==> run_1/flops_by_reg.png <==
Scale: 4 px per micron.
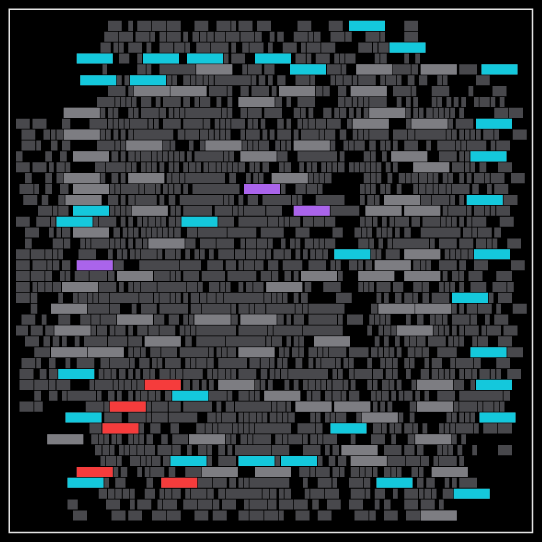
==> run_1/wires.png <==
Scale: 3 px per micron. Only two layers are drawn.
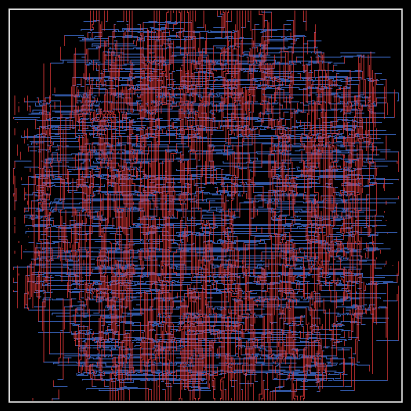
==> run_1/layer_met3.png <==
Scale: 3 px per micron.
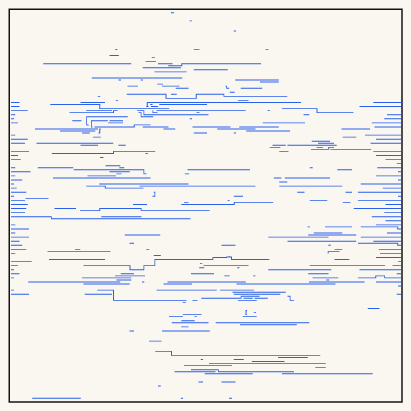
==> run_1/placement.png <==
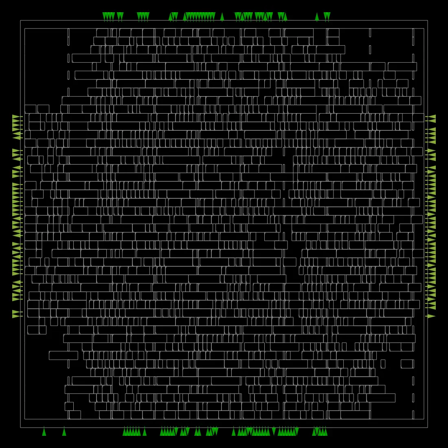
### src/rtl/logic_unit_arbiter_if.sv
// Request/response bundle for the shared logic/shift unit.
// Two requester channels (valid/ready + op/operands) and one tagged
// response channel. The master side is the requesters plus the result
// consumer; the slave side is the arbiter itself.
interface logic_unit_arbiter_if #(
    parameter int WIDTH = 32
);
    logic             req0_valid;
    logic             req0_ready;
    logic [2:0]       req0_op;
    logic [WIDTH-1:0] req0_a;
    logic [WIDTH-1:0] req0_b;

    logic             req1_valid;
    logic             req1_ready;
    logic [2:0]       req1_op;
    logic [WIDTH-1:0] req1_a;
    logic [WIDTH-1:0] req1_b;

    logic             rsp_valid;
    logic             rsp_ready;
    logic             rsp_id;
    logic [WIDTH-1:0] rsp_res;
    logic             busy;

    modport master (
        output req0_valid, req0_op, req0_a, req0_b,
        input  req0_ready,
        output req1_valid, req1_op, req1_a, req1_b,
        input  req1_ready,
        input  rsp_valid, rsp_id, rsp_res, busy,
        output rsp_ready
    );

    modport slave (
        input  req0_valid, req0_op, req0_a, req0_b,
        output req0_ready,
        input  req1_valid, req1_op, req1_a, req1_b,
        output req1_ready,
        output rsp_valid, rsp_id, rsp_res, busy,
        input  rsp_ready
    );
endinterface

### src/rtl/logic_unit_arbiter.sv
// Round-robin shared logic/shift unit for two requesters.
// Logic ops resolve in one EXEC cycle; shifts walk one bit per cycle
// under a down-counter. The result is held in RESP, tagged with the
// owner's id, until the consumer takes it.
module logic_unit_arbiter #(
    parameter int WIDTH = 32,
    parameter int SHW   = 5
) (
    input  logic                 clk,
    input  logic                 rst_n,
    logic_unit_arbiter_if.slave  bus
);
    typedef enum logic [1:0] {
        IDLE = 2'd0,
        EXEC = 2'd1,
        RESP = 2'd2
    } state_t;

    localparam logic [2:0] OP_AND = 3'b000;
    localparam logic [2:0] OP_OR  = 3'b001;
    localparam logic [2:0] OP_XOR = 3'b010;
    localparam logic [2:0] OP_NOR = 3'b011;
    localparam logic [2:0] OP_SLL = 3'b100;
    localparam logic [2:0] OP_SRL = 3'b101;
    localparam logic [2:0] OP_SRA = 3'b110;

    state_t             state_reg;
    // Port favoured on a tie: always the one opposite the last grant.
    logic               rr_reg;
    logic [WIDTH-1:0]   acc_reg;
    logic [SHW-1:0]     cnt_reg;
    logic [2:0]         op_reg;
    logic [WIDTH-1:0]   a_reg;
    logic [WIDTH-1:0]   b_reg;
    logic               id_reg;

    logic               grant0;
    logic               grant1;
    logic               accept;
    logic [2:0]         sel_op;
    logic [WIDTH-1:0]   sel_a;
    logic [WIDTH-1:0]   sel_b;
    logic [WIDTH-1:0]   logic_res;
    logic [WIDTH-1:0]   shift_step;
    logic               is_shift;

    // Arbitration: single valid wins outright, ties go to the favoured port.
    always_comb begin
        grant0 = bus.req0_valid && (!bus.req1_valid || !rr_reg);
        grant1 = bus.req1_valid && (!bus.req0_valid ||  rr_reg);
    end

    assign bus.req0_ready = (state_reg == IDLE) && grant0;
    assign bus.req1_ready = (state_reg == IDLE) && grant1;
    assign accept         = bus.req0_ready || bus.req1_ready;

    assign sel_op = bus.req1_ready ? bus.req1_op : bus.req0_op;
    assign sel_a  = bus.req1_ready ? bus.req1_a  : bus.req0_a;
    assign sel_b  = bus.req1_ready ? bus.req1_b  : bus.req0_b;

    // Single-cycle logic result from the latched operands; reserved gives 0.
    always_comb begin
        case (op_reg)
            OP_AND:  logic_res = a_reg & b_reg;
            OP_OR:   logic_res = a_reg | b_reg;
            OP_XOR:  logic_res = a_reg ^ b_reg;
            OP_NOR:  logic_res = ~(a_reg | b_reg);
            default: logic_res = '0;
        endcase
    end

    // One-bit shift of the accumulator for the current shift op.
    always_comb begin
        case (op_reg)
            OP_SLL:  shift_step = {acc_reg[WIDTH-2:0], 1'b0};
            OP_SRL:  shift_step = {1'b0, acc_reg[WIDTH-1:1]};
            OP_SRA:  shift_step = {acc_reg[WIDTH-1], acc_reg[WIDTH-1:1]};
            default: shift_step = acc_reg;
        endcase
    end

    assign is_shift = (op_reg == OP_SLL) || (op_reg == OP_SRL) || (op_reg == OP_SRA);

    // Control FSM and datapath registers.
    always_ff @(posedge clk or negedge rst_n) begin
        if (!rst_n) begin
            state_reg <= IDLE;
            rr_reg    <= 1'b0;
            acc_reg   <= '0;
            cnt_reg   <= '0;
            op_reg    <= '0;
            a_reg     <= '0;
            b_reg     <= '0;
            id_reg    <= 1'b0;
        end else begin
            case (state_reg)
                IDLE: begin
                    if (accept) begin
                        op_reg    <= sel_op;
                        a_reg     <= sel_a;
                        b_reg     <= sel_b;
                        id_reg    <= bus.req1_ready;
                        acc_reg   <= sel_a;
                        cnt_reg   <= sel_b[SHW-1:0];
                        rr_reg    <= !bus.req1_ready;
                        state_reg <= EXEC;
                    end
                end
                EXEC: begin
                    if (!is_shift) begin
                        acc_reg   <= logic_res;
                        state_reg <= RESP;
                    end else if (cnt_reg != '0) begin
                        acc_reg <= shift_step;
                        cnt_reg <= cnt_reg - {{(SHW-1){1'b0}}, 1'b1};
                    end else begin
                        state_reg <= RESP;
                    end
                end
                RESP: begin
                    if (bus.rsp_ready) begin
                        state_reg <= IDLE;
                    end
                end
                default: state_reg <= IDLE;
            endcase
        end
    end

    assign bus.rsp_valid = (state_reg == RESP);
    assign bus.rsp_res   = acc_reg;
    assign bus.rsp_id    = id_reg;
    assign bus.busy      = (state_reg != IDLE);

endmodule
### src/flat_wrapper.sv
// flat-port wrapper written by rule: the top's interface ports become plain ports
module logic_unit_arbiter_flat 
#(
    parameter int WIDTH = 32,
    parameter int SHW   = 5
)
  (clk, rst_n, bus_req0_valid, bus_req0_op, bus_req0_a, bus_req0_b, bus_req0_ready, bus_req1_valid, bus_req1_op, bus_req1_a, bus_req1_b, bus_req1_ready, bus_rsp_valid, bus_rsp_id, bus_rsp_res, bus_busy, bus_rsp_ready);
  logic_unit_arbiter_if #(.WIDTH(WIDTH)) bus_i ();
  input  logic clk;
  input  logic rst_n;
  input wire logic [$bits(bus_i.req0_valid)-1:0] bus_req0_valid;
  input wire logic [$bits(bus_i.req0_op)-1:0] bus_req0_op;
  input wire logic [$bits(bus_i.req0_a)-1:0] bus_req0_a;
  input wire logic [$bits(bus_i.req0_b)-1:0] bus_req0_b;
  output wire logic [$bits(bus_i.req0_ready)-1:0] bus_req0_ready;
  input wire logic [$bits(bus_i.req1_valid)-1:0] bus_req1_valid;
  input wire logic [$bits(bus_i.req1_op)-1:0] bus_req1_op;
  input wire logic [$bits(bus_i.req1_a)-1:0] bus_req1_a;
  input wire logic [$bits(bus_i.req1_b)-1:0] bus_req1_b;
  output wire logic [$bits(bus_i.req1_ready)-1:0] bus_req1_ready;
  output wire logic [$bits(bus_i.rsp_valid)-1:0] bus_rsp_valid;
  output wire logic [$bits(bus_i.rsp_id)-1:0] bus_rsp_id;
  output wire logic [$bits(bus_i.rsp_res)-1:0] bus_rsp_res;
  output wire logic [$bits(bus_i.busy)-1:0] bus_busy;
  input wire logic [$bits(bus_i.rsp_ready)-1:0] bus_rsp_ready;
  assign bus_i.req0_valid = bus_req0_valid;
  assign bus_i.req0_op = bus_req0_op;
  assign bus_i.req0_a = bus_req0_a;
  assign bus_i.req0_b = bus_req0_b;
  assign bus_req0_ready = bus_i.req0_ready;
  assign bus_i.req1_valid = bus_req1_valid;
  assign bus_i.req1_op = bus_req1_op;
  assign bus_i.req1_a = bus_req1_a;
  assign bus_i.req1_b = bus_req1_b;
  assign bus_req1_ready = bus_i.req1_ready;
  assign bus_rsp_valid = bus_i.rsp_valid;
  assign bus_rsp_id = bus_i.rsp_id;
  assign bus_rsp_res = bus_i.rsp_res;
  assign bus_busy = bus_i.busy;
  assign bus_i.rsp_ready = bus_rsp_ready;
  logic_unit_arbiter #(.WIDTH(WIDTH), .SHW(SHW)) u_core (.clk(clk), .rst_n(rst_n), .bus(bus_i));
endmodule
### config.mk
export PLATFORM = sky130hd
export DESIGN_NAME = logic_unit_arbiter_flat
export DESIGN_NICKNAME = d
export VERILOG_FILES = /design/src/rtl/logic_unit_arbiter_if.sv /design/src/rtl/logic_unit_arbiter.sv /design/src/flat_wrapper.sv
export SDC_FILE = /design/constraint.sdc
export NUM_CORES = 1
export LEC_CHECK = 0
export ABC_AREA = 1
export CAP_MARGIN = 20
export CORE_UTILIZATION = 48
export CTS_BUF_LIST = sky130_fd_sc_hd__clkbuf_8
export DETAILED_ROUTE_END_ITERATION = 16
export PLACE_DENSITY = 0.78
export SYNTH_ARGS = -nofsm -noshare
export SYNTH_HDL_FRONTEND = slang
export SYNTH_SLANG_ARGS = --single-unit
### constraint.sdc
create_clock -name clk -period 1.5 [get_ports clk]
set_input_delay 0.45 -clock clk [delete_from_list [all_inputs] [get_ports clk]]
set_output_delay 0.45 -clock clk [all_outputs]
set_load 0.02 [all_outputs]
==> results_dict.tcl, run 1 <==
# flow metrics
set metrics [dict create \
    status "finished with violations" \
    violations "setup timing" \
    dp.cells 1602 \
    nets 1656 \
    synth-seq-cells 108 \
    top_area_cell "dfrtp_1" \
    cts_buffer_depth 2 \
    finalPower_uw 26830 \
    hold_class "input port to async pin" \
    max_freq_mhz 546.7 \
    worstSetupStartpointType "flop" \
    fin_crit_sh_pct 121.9 \
    tns_ns -22.98 \
    tightest_slew_ns 0.4812 \
    grt_pass1_wl_microns 42130 \
    gr-total-overflow 0 \
    ys_warn_count 0 \
    min_period_ns 1.829 \
    drtIter0Drc 810 \
    clockRootBuffer "clkbuf_8" \
    topCellsByArea "dfrtp_1 (34%), nand2_1 (21%), ha_1 (10%), nand3_1 (10%), inv_1 (7.6%)" \
    numPortBuffers 175 \
    cts_buffers 9 \
    drive_gt1_share_pct 16.82 \
    die-height_microns 130.4 \
    synth-edff-count 0 \
    yosys_cells 1203 \
    synthTopCellsByCount "nand2_1 (450), inv_1 (160), nand3_1 (158)" \
    vias 9052 \
    fin_ws_ns -0.3292 \
    finalSetupViolCount 109 \
    synth_cells 1203 \
    async_flop_share_pct 100.0 \
    cpPeakStageDelay_ns 0.42 \
    antenna_cells 0 \
    cp-end-kind "output port" \
    hold_viol 0 \
    rsz0062_at_grt "yes" \
    fp_nets 1407 \
    fin_skew_ns 0.01441 \
    wirelength_microns 28990 \
    syn_area_sq_mm 0.007919 \
    slew_viol_final 0 \
    pin_count 176 \
    dr.pass1.iters 6 \
    worstPathRequired_ns 1.05 \
    clk_pin_slew_ns 0.10 \
    ff_type "dfrtp_1" \
    areaGrowthSynthToFinish_pct 47.46 \
    irDropWorstVdd_mv 1.036 \
    grt_usage_pct 32.61 \
    synthMostInstantiatedCell "nand2_1" \
    antenna_found_initial 0 \
    fp_util_pct 49.49 \
    cp.arrival_ns 1.38 \
    path_cells "nor2_4 -> nand3_2 -> inv_4 -> buf_6" \
    die_x_microns 130.4 \
    dp_hpwl_microns 17710 \
    clk_latency_ns 0.41 \
    grt_max_degree 45 \
    drc 0 \
    gp_congestion 0.8854 \
    grt_pass1_vias 8662 \
    final_cell_area_sq_mm 0.01168 \
    syn_avg_cell_area_sq_um 6.583 \
    wl_per_cell_microns 17.33 \
    yosysSeqAreaShare_pct 34.13 \
    h-tree-depth 3 \
    cts_sinks 108 \
    vias_per_cell 5.411 \
    synth_cell_types 24 \
    p_per_area_mw_per_mm2 2297 \
    crit_fanout 3 \
    dieArea_sq_mm 0.01701 \
    ys_area_sq_mm 0.007919 \
    warnings 61 \
    drv_cap 0 \
    top_area_share_pct 34.13 \
    ant_nets 0 \
    criticalPathCategory "flop to output port" \
    slew_headroom_pct 67.92 \
    p_leak_uw 0.006129 \
    place_area_sq_mm 0.01040 \
    cp_slowest_cell "dfrtp_1" \
    cts_tree "done" \
]
## Picture notes: flops_by_reg.png
legend:
  purple:
    name_in_the_netlist: `u_core.op_reg`
    sequential_cells: 3
  red:
    name_in_the_netlist: `u_core.cnt_reg`
    sequential_cells: 5
    where: lower left
  cyan:
    name_in_the_netlist: `u_core.b_reg`
    sequential_cells: 32
    where: all over the die
not colored: 68
sequential cell area share: 23.14%
Util after Layout: 72.98%

## Picture notes: wires.png
legend:
  red:
    layer: metal 2
    wire_length: 13700 microns
  blue:
    layer: metal 1
    wire_length: 11600 microns

## Picture notes: layer_met3.png
main direction: horizontal
wire length on this layer: 2660 microns
longest straight run: 51.1 microns
share of all routed wire: 9.2%
nets with wire on the layer: 212

## Picture notes: placement.png
Cell Count, Final, Fillers Out: 1673
Fill cells: 1225
FP Rows: 46
core footprint: 0.01600 sq mm
tap cell count: 216

==> run 1: worst paths after layout <==
path | endpoint | depth (start not counted) | startpoint | slack, ns
max | bus_req0_ready | 4 | u_core.state_reg[0] | -0.33
min | u_core.cnt_reg[0] | 2 | rst_n | 0.41
max reg2reg | u_core.bus.rsp_res[10] | 13 | u_core.state_reg[0] | -0.28
min reg2reg | u_core.bus.rsp_id | 2 | u_core.bus.rsp_id | 0.51
max in group asynchronous | u_core.bus.rsp_res[4] | 3 | rst_n | 0.64
min in group clk | u_core.bus.rsp_id | 2 | u_core.bus.rsp_id | 0.51
==> run 1: cell usage in the layout, fill, tap and decap left out, drive strengths merged, types with 2 or more instances in the layout <==
master / instances
a21oi: 5
a31oi: 35
buf: 153
bufinv: 2
clkbuf: 19
clkdlybuf4s50: 135
clkinv: 3
dfrtp: 108
dlygate4sd2: 2
ha: 65
inv: 169
nand2: 453
nand3: 158
nand3b: 3
nand4: 2
nor2: 80
nor3: 3
o211ai: 28
o21ai: 28
o22ai: 2
==> run 1: what timing repair did <==
action                     4_1_cts  5_1_grt
hold buffers                     1        0
hold endpoints to repair         4        0
cloned                          11       11
setup endpoints to repair      142      110
resized                        231       42
setup buffers                   29        7
pin swaps                        5        9
==> run 1: metrics by stage <==
stage	util (%)	hold WS (ns)	setup slack, ns
after global placement	65.02	0.2890	-0.9125
final	72.98	0.4063	-0.3292
after floorplan	-	0.1544	-0.01288
after CTS	70.42	0.3997	-0.3053
after global routing	72.98	0.4110	-0.3521
after detailed placement	65.02	0.2902	-0.9216
==> run 1: routing by layer <==
| layer | part of all wire, % | global-route usage (%) | wire [microns] |
|---|---|---|---|
| met5 | 0 | 0 | 0 |
| met4 | 3.5 | 13.32 | 1026 |
| met2 | 47 | 55.13 | 13730 |
| met3 | 9.2 | 6.352 | 2658 |
| met1 | 40 | 40.94 | 11570 |
==> run 1: critical path, delay by kind of cell, from the launching register on <==
family	cells	cell delay, ns
buffers and inverters	2	0.25
flip-flops	1	0.42
AND/OR/NAND/NOR	2	0.30
==> run 1: cells by family after synthesis <==
logic type	share of synthesized area (%)
and+or+nand+nor	35.88
buffers and inverters	11.91
DFF	34.13
AOI/OAI and AO/OA	7.805
adders and majority gates	10.27
==> run 1: final cells by class <==
cell class                      instances  area, sq um  area share, %
Tap cell                              216        270.3          2.314
Sequential cell                       108         2703          23.14
Multi-Input combinational cell        863         4548          38.95
Clock inverter                          6        86.33         0.7393
Clock buffer                           10        137.6          1.179
Inverter                              169        658.1          5.636
Timing Repair Buffer                  301         3274          28.04
==> run 1: power breakdown <==
part	switching (uW)	internal [uW]
sequential	1170	4450
combinational	10700	8400
clock	1130	987
==> run 2, diff against run 1 <==
--- a/config.mk
+++ b/config.mk
@@ -9,6 +9,7 @@
 export CAP_MARGIN = 20
 export CORE_UTILIZATION = 48
 export CTS_BUF_LIST = sky130_fd_sc_hd__clkbuf_8
+export CTS_CLUSTER_DIAMETER = 80
 export DETAILED_ROUTE_END_ITERATION = 16
 export PLACE_DENSITY = 0.78
 export SYNTH_ARGS = -nofsm -noshare
==> run_2/placement_by_type.png <==
Scale: 2 px per micron.
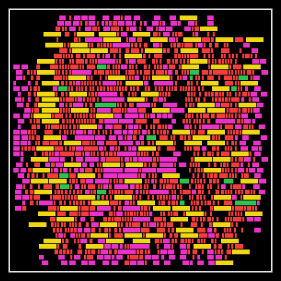
legend:
  magenta:
    class: remaining buffers and delay cells
    cells: 301
    share_of_their_area: 29%
  red:
    class: combinational and other logic
    cells: 1032
    share_of_their_area: 46%
  green:
    class: clock drivers and dummy loads
    cells: 16
    share_of_their_area: 2.0%
  yellow:
    class: sequential cells
    cells: 108
    share_of_their_area: 24%

==> run 2 against run 1 <==
The run still ends with setup timing left. Largest cell class unchanged. Wire length unchanged. Clock power hardly changed. Critical path depth unchanged. Synthesized cell count is the same. Area after synthesis did not move. Non-clock buffer count unchanged.
==> results_dict.tcl, run 2 <==
# flow metrics
set metrics [dict create \
    path_buffers 2 \
    worstSetupStartpointType "flop" \
    syn_avg_cell_area_sq_um 6.583 \
    synth_cells 1203 \
    async_flop_share_pct 100.0 \
    cts_buffers 9 \
    slew_viol_final 0 \
    synth-edff-count 0 \
    clk_latency_ns 0.41 \
    core_area_sq_mm 0.01600 \
    synth_cell_types 24 \
    hold_class "input port to async pin" \
    grt_pass1_wl_microns 42130 \
    cts_buffer_depth 2 \
    grt_usage_pct 32.61 \
    drive_gt1_share_pct 16.82 \
    status "finished with violations" \
    ant_nets 0 \
    fp_nets 1407 \
    tns_ns -22.98 \
    irDropWorstVdd_mv 1.036 \
    p_leak_uw 0.006129 \
    dp_hpwl_microns 17710 \
    cts_tree "done" \
    final_core_util_pct 72.98 \
    die_x_microns 130.4 \
    wirelength_microns 28990 \
    ys_warn_count 0 \
    drv_cap 0 \
    violations "setup timing" \
    gp_congestion 0.8854 \
    min_period_ns 1.829 \
    fin_skew_ns 0.01441 \
    synthTopCellsByCount "nand2_1 (450), inv_1 (160), nand3_1 (158)" \
    antenna_cells 0 \
    ys_area_sq_mm 0.007919 \
    rows 46 \
    cp_slowest_cell "dfrtp_1" \
    fin_crit_sh_pct 121.9 \
    fin_ws_ns -0.3292 \
    fin_hold_ws_ns 0.4063 \
    clockRootBuffer "clkbuf_8" \
    gr-total-overflow 0 \
    wl_per_cell_microns 17.33 \
    synth-seq-cells 108 \
    cp_top_family "flip-flops" \
    fp_util_pct 49.49 \
    topCellsByArea "dfrtp_1 (34%), nand2_1 (21%), ha_1 (10%), nand3_1 (10%), inv_1 (7.6%)" \
    slew_headroom_pct 67.92 \
    h-tree-depth 3 \
    finalSetupViolCount 109 \
    syn_area_sq_mm 0.007919 \
    synthMostInstantiatedCell "nand2_1" \
    p_per_area_mw_per_mm2 2297 \
    dp_worst_setup_slack_ns -0.9216 \
    final_cell_mix "nand2_1 (431), inv_1 (154), nand3_1 (140)" \
    numPortBuffers 175 \
    nets 1656 \
    vias_per_cell 5.411 \
    grt_pass1_vias 8662 \
    grt_max_degree 45 \
    yosysSeqAreaShare_pct 34.13 \
    yosys_cells 1203 \
    top_area_cell "dfrtp_1" \
    dieArea_sq_mm 0.01701 \
    areaGrowthSynthToFinish_pct 47.46 \
    clk_pin_slew_ns 0.10 \
    cpPeakStageDelay_ns 0.42 \
    path_cells "nor2_4 -> nand3_2 -> inv_4 -> buf_6" \
    rsz0062_at_grt "yes" \
    cts_sinks 108 \
    cp.arrival_ns 1.38 \
    max_freq_mhz 546.7 \
    criticalPathCategory "flop to output port" \
    layout_top_cell "nand2_1" \
    antenna_found_initial 0 \
    cp-end-kind "output port" \
    worstPathRequired_ns 1.05 \
    hold_viol 0 \
    tightest_slew_ns 0.4812 \
    dr.pass1.iters 6 \
    pin_count 176 \
    die-height_microns 130.4 \
    vias 9052 \
    ff_type "dfrtp_1" \
    top_area_share_pct 34.13 \
    drc 0 \
    crit_fanout 3 \
    warnings 61 \
    drtIter0Drc 810 \
]
[run 2: cell counts in the layout (fill, tap and decap cells not counted)]
Identical to the previous run, type by type.
[run 2: final timing paths]
kind / slack, ns / startpoint / endpoint / cells past startpoint
setup / recovery: -0.33 / u_core.state_reg[0] / bus_req0_ready / 4
hold / removal: 0.41 / rst_n / u_core.cnt_reg[0] / 2
setup reg to reg: -0.28 / u_core.state_reg[0] / u_core.bus.rsp_res[10] / 13
hold reg to reg: 0.51 / u_core.bus.rsp_id / u_core.bus.rsp_id / 2
max in group asynchronous: 0.64 / rst_n / u_core.bus.rsp_res[4] / 3
min in group clk: 0.51 / u_core.bus.rsp_id / u_core.bus.rsp_id / 2
[run 2: kinds of logic after synthesis]
group	Yosys count	synth area share, %
buf+inv	234	11.91
fa+ha+maj	65	10.27
simple gates	697	35.88
flops	108	34.13
compound gates	99	7.805
[run 2: cell type report]
class / count / area (sq um)
multi-input cells: 863 / 4548
fillers: 1225 / 4323
repair buffers: 301 / 3274
flip-flops and latches: 108 / 2703
inverters: 169 / 658.1
well taps: 216 / 270.3
clock buffers: 10 / 137.6
clock inverters: 6 / 86.33
[run 2: through the flow]
step / instance area (sq um) / cells / total power, uW
4_1_cts: 11270 / 1658 / 24880
3_5_place_dp: 10400 / 1602 / 20450
2_1_floorplan: 7929 / 1203 / 14680
3_3_place_gp: 10400 / 1602 / 20020
6_report: 11680 / 1673 / 26830
5_1_grt: 11680 / 1673 / 28790
[run 2: report_power, final]
| part | leakage [uW] | total, uW | switching [uW] | internal (uW) |
|---|---|---|---|---|
| Clock | 0.000113 | 2120 | 1130 | 987 |
| Sequential | 0.00128 | 5620 | 1170 | 4450 |
| Combinational | 0.00474 | 19100 | 10700 | 8400 |
| Total | 0.00613 | 26800 | 13000 | 13800 |
[run 2: timing repair]
| item | CTS | global route |
|---|---|---|
| cloned | 11 | 11 |
| pin swaps | 5 | 9 |
| endpoints found under the setup margin | 142 | 110 |
| setup buffers | 29 | 7 |
| hold buffers | 1 | 0 |
| hold endpoints to repair | 4 | 0 |
| gates resized | 231 | 42 |
[run 2: layer usage]
metal,wire (microns),vias to the layer above,track usage [%]
li1,-,4277,-
met1,11570,4242,40.94
met2,13730,452,55.13
met3,2658,81,6.352
met4,1026,0,13.32
met5,0,-,0
==> run 3, diff against run 2 <==
--- a/config.mk
+++ b/config.mk
@@ -12,6 +12,7 @@
 export CTS_CLUSTER_DIAMETER = 80
 export DETAILED_ROUTE_END_ITERATION = 16
 export PLACE_DENSITY = 0.78
+export SLEW_MARGIN = 20
 export SYNTH_ARGS = -nofsm -noshare
 export SYNTH_HDL_FRONTEND = slang
 export SYNTH_SLANG_ARGS = --single-unit
==> run_3/placement.png <==
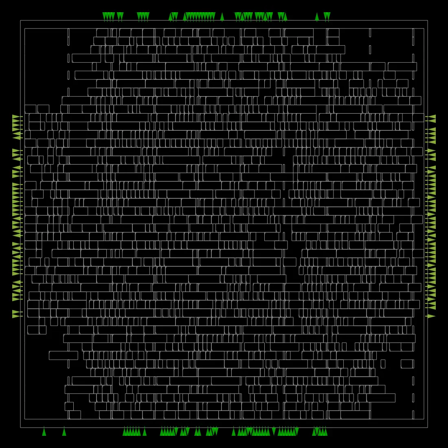
seq_cells: 108

==> run 3 against run 2 <==
The flow still finishes with violations (setup timing). Utilization stayed put. Clock skew unchanged. Global-route usage unchanged. Setup slack stayed put. Critical path type unchanged. Critical endpoint unchanged.
==> results_dict.tcl, run 3 <==
# flow metrics
set metrics [dict create \
    synth-seq-cells 108 \
    cts_tree "done" \
    gp_congestion 0.8854 \
    syn_area_sq_mm 0.007919 \
    synth_cells 1203 \
    violations "setup timing" \
    fp_util_pct 49.49 \
    antenna_found_initial 0 \
    clockRootBuffer "clkbuf_8" \
    min_period_ns 1.829 \
    drive_gt1_share_pct 16.82 \
    dp_hpwl_microns 17710 \
    synthMostInstantiatedCell "nand2_1" \
    slew_headroom_pct 67.92 \
    layout_top_cell "nand2_1" \
    ys_area_sq_mm 0.007919 \
    slew_viol_final 0 \
    antenna_cells 0 \
    irDropWorstVdd_mv 1.036 \
    comb_area_sq_mm 0.004548 \
    core_area_sq_mm 0.01600 \
    p_per_area_mw_per_mm2 2297 \
    fp_nets 1407 \
    fin_ws_ns -0.3292 \
    drv_cap 0 \
    p_switching_uw 12990 \
    synth-edff-count 0 \
    clk_latency_ns 0.41 \
    combPwrFrac_pct 71.2 \
    p_sw_share_pct 48.43 \
    rsz0062_at_grt "yes" \
    cp.arrival_ns 1.38 \
    p_seq_share_pct 20.9 \
    die-height_microns 130.4 \
    ff_type "dfrtp_1" \
    top_area_share_pct 34.13 \
    rows 46 \
    grt_pass1_vias 8662 \
    async_flop_share_pct 100.0 \
    criticalPathCategory "flop to output port" \
    max_freq_mhz 546.7 \
    ys_warn_count 0 \
    place_area_sq_mm 0.01040 \
    fin_skew_ns 0.01441 \
    warnings 61 \
    crit_fanout 3 \
    cts_buffer_depth 2 \
    grt_pass1_wl_microns 42130 \
    h-tree-depth 3 \
    clk_pin_slew_ns 0.10 \
    finalSetupViolCount 109 \
    vias_per_cell 5.411 \
    syn_avg_cell_area_sq_um 6.583 \
    gr-total-overflow 0 \
    dr.pass1.iters 6 \
    drc 0 \
    cp-end-kind "output port" \
    wirelength_microns 28990 \
    die_x_microns 130.4 \
    dp.cells 1602 \
    ant_nets 0 \
    reg2regPathDepth 13 \
    synth_cell_types 24 \
    instances_no_fill 1673 \
    finalPower_uw 26830 \
    worstPathRequired_ns 1.05 \
    p_leak_uw 0.006129 \
    cts_buffers 9 \
    fillers 1225 \
    top_area_cell "dfrtp_1" \
    nets 1656 \
    flop_area_sq_mm 0.002703 \
    areaGrowthSynthToFinish_pct 47.46 \
    clkPwrFrac_pct 7.9 \
    final_cell_mix "nand2_1 (431), inv_1 (154), nand3_1 (140)" \
    fin_crit_sh_pct 121.9 \
    cts_sinks 108 \
    dieArea_sq_mm 0.01701 \
    internal_power_uw 13840 \
    synthTopCellsByCount "nand2_1 (450), inv_1 (160), nand3_1 (158)" \
    wl_per_cell_microns 17.33 \
    tightest_slew_ns 0.4812 \
    final_cell_area_sq_mm 0.01168 \
    hold_class "input port to async pin" \
    grt_usage_pct 32.61 \
    regToRegSetupSlack_ns -0.28 \
    vias 9052 \
    worstSetupStartpointType "flop" \
    hold_viol 0 \
    grt_max_degree 45 \
    yosys_cells 1203 \
    yosysSeqAreaShare_pct 34.13 \
    numPortBuffers 175 \
    status "finished with violations" \
    topCellsByArea "dfrtp_1 (34%), nand2_1 (21%), ha_1 (10%), nand3_1 (10%), inv_1 (7.6%)" \
    drtIter0Drc 810 \
    dp_worst_setup_slack_ns -0.9216 \
    pin_count 176 \
    fin_hold_ws_ns 0.4063 \
]
[run 3: area by class of cell]
class / count / share of cell area, %
Timing Repair Buffer: 301 / 28.04
Clock buffer: 10 / 1.179
Clock inverter: 6 / 0.7393
Inverter: 169 / 5.636
Tap cell: 216 / 2.314
Multi-Input combinational cell: 863 / 38.95
Sequential cell: 108 / 23.14
[run 3: repair_timing]
| item | in CTS | in global routing |
|---|---|---|
| pin swaps | 5 | 9 |
| setup endpoints to repair | 142 | 110 |
| cloned | 11 | 11 |
| buffers inserted | 29 | 7 |
| hold buffers | 1 | 0 |
| endpoints found under the hold margin | 4 | 0 |
| gates resized | 231 | 42 |
[run 3: final timing paths]
check / from / end
setup / recovery: u_core.state_reg[0] / bus_req0_ready
hold / removal: rst_n / u_core.cnt_reg[0]
setup reg to reg: u_core.state_reg[0] / u_core.bus.rsp_res[10]
hold reg to reg: u_core.bus.rsp_id / u_core.bus.rsp_id
max in group asynchronous: rst_n / u_core.bus.rsp_res[4]
min in group clk: u_core.bus.rsp_id / u_core.bus.rsp_id
[run 3: power by group through the flow]
stage / clock network, uW / registers (uW) / logic, uW
CTS: 2120 / 5560 / 17200
floorplan: 0 / 5910 / 8760
finish: 2120 / 5620 / 19100
detailed placement: 0 / 5660 / 14800
global placement: 0 / 5630 / 14400
global route: 2240 / 5740 / 20800
[run 3: logic make-up after synthesis]
group | after synthesis | share of synthesized area, %
adders and majority gates | 65 | 10.27
AOI/OAI and AO/OA | 99 | 7.805
and+or+nand+nor | 697 | 35.88
DFF | 108 | 34.13
buffers and inverters | 234 | 11.91
[run 3: through the flow]
step           setup TNS (ns)  utilization [%]
2_1_floorplan        -0.01288                -
3_3_place_gp           -62.33            65.02
3_5_place_dp           -64.75            65.02
4_1_cts                -12.26            70.42
5_1_grt                -27.73            72.98
6_report               -22.98            72.98
[run 3: per-layer routing]
layer | global-route usage, % | routed length (microns) | vias up | part of all wire, %
li1 | - | - | 4277 | -
met1 | 40.94 | 11570 | 4242 | 40
met2 | 55.13 | 13730 | 452 | 47
met3 | 6.352 | 2658 | 81 | 9.2
met4 | 13.32 | 1026 | 0 | 3.5
met5 | 0 | 0 | - | 0
[run 3: worst max-delay path: stages (launching register included)]
cell and delay, ns:
dfrtp_1 0.42, nor2_4 0.17, nand3_2 0.13, inv_4 0.13, buf_6 0.12
No activity file was given, so power comes from the tool's default toggle rates.
